File: config.mk
export PLATFORM = sky130hd
export DESIGN_NAME = axis_pair_tx_flat
export DESIGN_NICKNAME = d
export VERILOG_FILES = /design/src/rtl/axis_pair_tx_if.sv /design/src/rtl/axis_pair_tx.sv /design/src/flat_wrapper.sv
export SDC_FILE = /design/constraint.sdc
export NUM_CORES = 1
export LEC_CHECK = 0
export ABC_CLOCK_PERIOD_IN_PS = 4130
export CAP_MARGIN = 5
export CORE_UTILIZATION = 35
export CTS_CLUSTER_DIAMETER = 100
export CTS_CLUSTER_SIZE = 20
export DETAILED_ROUTE_END_ITERATION = 10
export PLACE_DENSITY_LB_ADDON = 0.25
export SLEW_MARGIN = 0
export SYNTH_ARGS = -nofsm -noshare
export SYNTH_HDL_FRONTEND = slang
export SYNTH_SLANG_ARGS = --single-unit
export TNS_END_PERCENT = 1
File: constraint.sdc
create_clock -name clk_i -period 4.13 [get_ports clk_i]
set_clock_uncertainty 0.2 [all_clocks]
set_input_delay 0.826 -clock clk_i [delete_from_list [all_inputs] [get_ports clk_i]]
set_output_delay 0.826 -clock clk_i [all_outputs]
set_load 0.01 [all_outputs]
File: src/rtl/axis_pair_tx_if.sv
// Operand-pair load port plus AXI-Stream master port of axis_pair_tx.
// master = transmitter view, slave = producer/sink environment view.
interface axis_pair_tx_if #(
    parameter int WIDTH = 4,
    parameter int DEPTH = 4
);
    logic [WIDTH-1:0]          data1_i;
    logic [WIDTH-1:0]          data2_i;
    logic                      valid_i;
    logic                      ready_o;
    logic [WIDTH-1:0]          m_axis_tdata_o;
    logic                      m_axis_tvalid_o;
    logic                      m_axis_tlast_o;
    logic                      m_axis_tready_i;
    logic [$clog2(DEPTH):0]    count_o;

    modport master (
        input  data1_i, data2_i, valid_i, m_axis_tready_i,
        output ready_o, m_axis_tdata_o, m_axis_tvalid_o, m_axis_tlast_o, count_o
    );

    modport slave (
        output data1_i, data2_i, valid_i, m_axis_tready_i,
        input  ready_o, m_axis_tdata_o, m_axis_tvalid_o, m_axis_tlast_o, count_o
    );
endinterface

File: src/rtl/axis_pair_tx.sv
// Buffers (data1,data2) pairs and sends each as a 2-beat AXI-Stream packet.
// Latency: accept on edge N, beat 0 valid after edge N+1; packets back-to-back.
// Backpressure: tready low stalls the held beat; ready_o drops when FIFO is full.
module axis_pair_tx #(
    parameter int WIDTH = 4,
    parameter int DEPTH = 4
) (
    input  logic           clk_i,
    input  logic           rst_n_i,
    axis_pair_tx_if.master bus
);
    localparam int AW = $clog2(DEPTH);
    localparam int CW = AW + 1;

    typedef enum logic [1:0] {IDLE, BEAT0, BEAT1} state_t;

    state_t                 state, state_d;
    logic [2*WIDTH-1:0]     mem [DEPTH];
    logic [AW-1:0]          wr_ptr, rd_ptr;
    logic [CW-1:0]          count;
    logic [WIDTH-1:0]       op1, op2;
    logic [WIDTH-1:0]       tdata, tdata_d;
    logic                   tvalid, tvalid_d;
    logic                   tlast, tlast_d;
    logic                   push, pop, empty, ready;
    logic [2*WIDTH-1:0]     head;

    assign ready = (count != CW'(DEPTH));
    assign empty = (count == '0);
    assign push  = bus.valid_i && ready;
    assign head  = mem[rd_ptr];

    // Pop decision looks at registered count only, so a push landing in the
    // same cycle as the last-beat handshake is seen one cycle later.
    always_comb begin
        state_d  = state;
        pop      = 1'b0;
        tdata_d  = '0;
        case (state)
            IDLE: begin
                if (!empty) begin
                    pop     = 1'b1;
                    state_d = BEAT0;
                end
            end
            BEAT0: begin
                if (bus.m_axis_tready_i) state_d = BEAT1;
            end
            BEAT1: begin
                if (bus.m_axis_tready_i) begin
                    if (!empty) begin
                        pop     = 1'b1;
                        state_d = BEAT0;
                    end else begin
                        state_d = IDLE;
                    end
                end
            end
            default: state_d = IDLE;
        endcase

        tvalid_d = (state_d != IDLE);
        tlast_d  = (state_d == BEAT1);
        case (state_d)
            BEAT0:   tdata_d = pop ? head[WIDTH-1:0] : op1;
            BEAT1:   tdata_d = op2;
            default: tdata_d = '0;
        endcase
    end

    always_ff @(posedge clk_i or negedge rst_n_i) begin
        if (!rst_n_i) begin
            state  <= IDLE;
            tvalid <= 1'b0;
            tlast  <= 1'b0;
            tdata  <= '0;
            op1    <= '0;
            op2    <= '0;
        end else begin
            state  <= state_d;
            tvalid <= tvalid_d;
            tlast  <= tlast_d;
            tdata  <= tdata_d;
            if (pop) begin
                op1 <= head[WIDTH-1:0];
                op2 <= head[2*WIDTH-1:WIDTH];
            end
        end
    end

    always_ff @(posedge clk_i or negedge rst_n_i) begin
        if (!rst_n_i) begin
            wr_ptr <= '0;
            rd_ptr <= '0;
            count  <= '0;
        end else begin
            if (push) wr_ptr <= wr_ptr + 1'b1;
            if (pop)  rd_ptr <= rd_ptr + 1'b1;
            case ({push, pop})
                2'b10:   count <= count + 1'b1;
                2'b01:   count <= count - 1'b1;
                default: count <= count;
            endcase
        end
    end

    // Storage needs no reset: entries are only read after being written.
    always_ff @(posedge clk_i) begin
        if (push) mem[wr_ptr] <= {bus.data2_i, bus.data1_i};
    end

    assign bus.ready_o         = ready;
    assign bus.count_o         = count;
    assign bus.m_axis_tdata_o  = tdata;
    assign bus.m_axis_tvalid_o = tvalid;
    assign bus.m_axis_tlast_o  = tlast;
endmodule

File: src/flat_wrapper.sv
// flat-port wrapper written by rule: the top's interface ports become plain ports
module axis_pair_tx_flat 
#(
    parameter int WIDTH = 4,
    parameter int DEPTH = 4
)
  (clk_i, rst_n_i, bus_data1_i, bus_data2_i, bus_valid_i, bus_m_axis_tready_i, bus_ready_o, bus_m_axis_tdata_o, bus_m_axis_tvalid_o, bus_m_axis_tlast_o, bus_count_o);
  axis_pair_tx_if #(.WIDTH(WIDTH), .DEPTH(DEPTH)) bus_i ();
  input  logic clk_i;
  input  logic rst_n_i;
  input wire logic [$bits(bus_i.data1_i)-1:0] bus_data1_i;
  input wire logic [$bits(bus_i.data2_i)-1:0] bus_data2_i;
  input wire logic [$bits(bus_i.valid_i)-1:0] bus_valid_i;
  input wire logic [$bits(bus_i.m_axis_tready_i)-1:0] bus_m_axis_tready_i;
  output wire logic [$bits(bus_i.ready_o)-1:0] bus_ready_o;
  output wire logic [$bits(bus_i.m_axis_tdata_o)-1:0] bus_m_axis_tdata_o;
  output wire logic [$bits(bus_i.m_axis_tvalid_o)-1:0] bus_m_axis_tvalid_o;
  output wire logic [$bits(bus_i.m_axis_tlast_o)-1:0] bus_m_axis_tlast_o;
  output wire logic [$bits(bus_i.count_o)-1:0] bus_count_o;
  assign bus_i.data1_i = bus_data1_i;
  assign bus_i.data2_i = bus_data2_i;
  assign bus_i.valid_i = bus_valid_i;
  assign bus_i.m_axis_tready_i = bus_m_axis_tready_i;
  assign bus_ready_o = bus_i.ready_o;
  assign bus_m_axis_tdata_o = bus_i.m_axis_tdata_o;
  assign bus_m_axis_tvalid_o = bus_i.m_axis_tvalid_o;
  assign bus_m_axis_tlast_o = bus_i.m_axis_tlast_o;
  assign bus_count_o = bus_i.count_o;
  axis_pair_tx #(.WIDTH(WIDTH), .DEPTH(DEPTH)) u_core (.clk_i(clk_i), .rst_n_i(rst_n_i), .bus(bus_i));
endmodule
==> images/clock_map.png <==
Scale bar: 20 um.
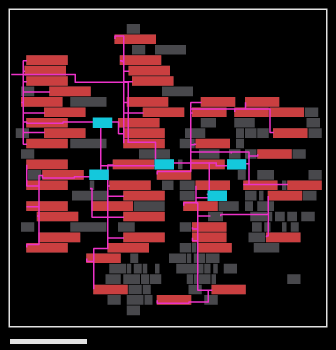
legend:
  red:
    item: flip-flops
    count: 55
  magenta:
    item: clock wires
    length: 549 um
  cyan:
    item: cells driving clock nets
    count: 5
routed clock nets: 6
clk ins delay skew pair: 0.30 ns
Clock Power: 0.296 mW
Clk pwr share: 15.8%

==> images/metal_stack.png <==
Scale bar: 20 um. Two of the layers only.
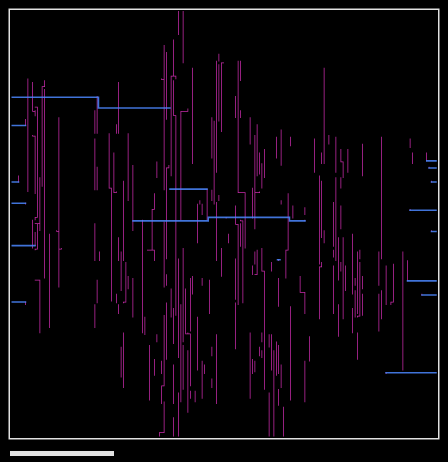
legend:
  magenta:
    layer: met2
    wire_length: 1670 um
  blue:
    layer: met3
    wire_length: 115 um
WL final: 3353 um
gr usage total: 11.76%

==> images/cell_classes.png <==
Fill, decap, tap and diode cells in grey.
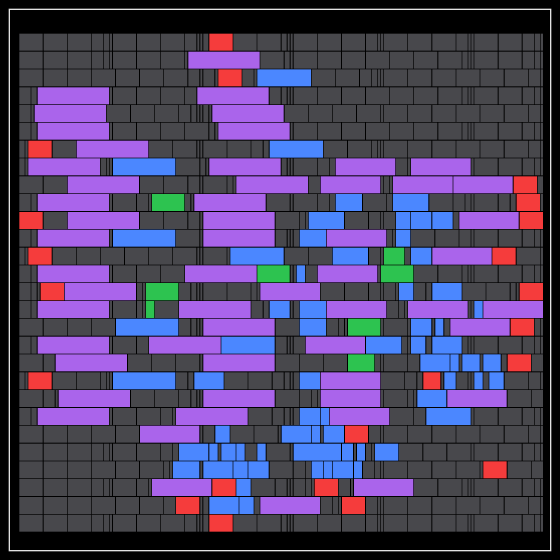
legend:
  green:
    class: clock drivers and dummy loads
    cells: 8
    share_of_their_area: 3.6%
  red:
    class: other buffers and delay cells
    cells: 22
    share_of_their_area: 8.5%
  blue:
    class: all other logic
    cells: 67
    share_of_their_area: 28%
  purple:
    class: flip-flops
    cells: 55
    share_of_their_area: 60%
final design area excluding fillers: 2643 sq um
Final Util: 43.35%

[state kept, by name, summed over array words and instances, names as in the netlist]
signal	cells
u_core.rd_ptr	2
u_core.bus.m_axis_tvalid_o	1
u_core.op1	4
u_core.wr_ptr	2
u_core.bus.count_o	3
u_core.bus.m_axis_tlast_o	1
u_core.bus.m_axis_tdata_o	4
u_core.mem	32
u_core.state	2
u_core.op2	4
[stage by stage]
stage | setup slack, ns | utilization (%) | hold WS [ns] | cells
finish | 1.207 | 43.35 | 0.3109 | 227
global route | 1.038 | 43.35 | 0.3307 | 227
floorplan | 1.524 | - | 0.2683 | 125
global placement | 0.9851 | 41.83 | 0.2857 | 219
CTS | 1.172 | 43.35 | 0.3148 | 227
detailed placement | 0.8751 | 41.83 | 0.2813 | 219
[logic make-up after synthesis]
family | after synthesis | synth area share [%]
flip-flops | 55 | 67.85
multiplexers | 17 | 13.76
AND/OR/NAND/NOR | 18 | 5.249
AND-OR/OR-AND | 7 | 2.320
buffers and inverters | 12 | 2.652
adder cells (fa/ha/maj) | 10 | 5.856
XOR/XNOR | 6 | 2.321
[critical path, cell delays in order]
cell and delay (ns):
clkdlybuf4s50_1 0.49, nand2b_1 0.14, nor3b_4 0.17, buf_4 0.24
ha_1 0.21, inv_1 0.06, fa_1 0.37, xor2_1 0.15
nor2_1 0.11, xor2_1 0.17
[routing by layer]
metal	GRT usage (%)	up-vias	part of all wire, %
li1	-	514	-
met1	14.66	515	46
met2	19.75	18	50
met3	3.297	4	3.4
met4	3.684	0	0.69
met5	0	-	0
[power by group]
group | internal [mW] | switching (mW)
Sequential | 0.763 | 0.114
Combinational | 0.386 | 0.315
Clock | 0.123 | 0.173
Total | 1.27 | 0.602
==> results.txt <==
Hold_sp: u_core.op1[3]$_DFF_PN0_
Commonest cells post-synth: edfxtp_1 (32), dfrtp_1 (23), ha_1 (9), inv_1 (9), and3_1 (8)
GRT overflow: 0
Max-area cell share: 42.43%
Dominant class by area: flip-flops and latches
Core Util at FP: 37.15%
Area grow syn2layout: 16.68%
First-pass GRT wire length: 5595 um
Hold Path Cell Cnt: 1
CP startpoint kind: primary input
Largest net degree at the start of global routing: 24
MI comb area: 668.1 sq um
Row count: 28
EDFF count, synth: 32
Worst hold-check path type: register to register
I/O Pins: 22
Leading area contributor after synthesis: edfxtp_1
Non-CTS buffers: 22
Clock buf count: 5
Via/cell ratio: 4.630
Synth Cell Area: 2265 sq um
Core area: 6096 sq um
YS chip area: 2265 sq um
Status: completed
Slack of the worst reg-to-reg path: 1.80 ns
Worst slew pin tran: 1.012 ns
Global placement routability congestion: 0.6871
Sequential cell area share: 58.14%
CTS tree: done
Max VDD drop: 274.6 uV
Die area: 6796 sq um
Setup_tns: 0 ns
Slew Viols, Final: 0
Sequential Area: 1536 sq um
Most frequent cell after synthesis: edfxtp_1
Port bufs: 21
Final hold vios: 0
RSZ-0062 raised after global routing: false
Die height: 82.44 um
Main flop type: edfxtp_1
CTS Hold Bufs: 0
Cycle use final: 70.78%
ANT nets after route: 0
Synth unique cells: 26
No activity file was given, so power comes from the tool's default toggle rates.
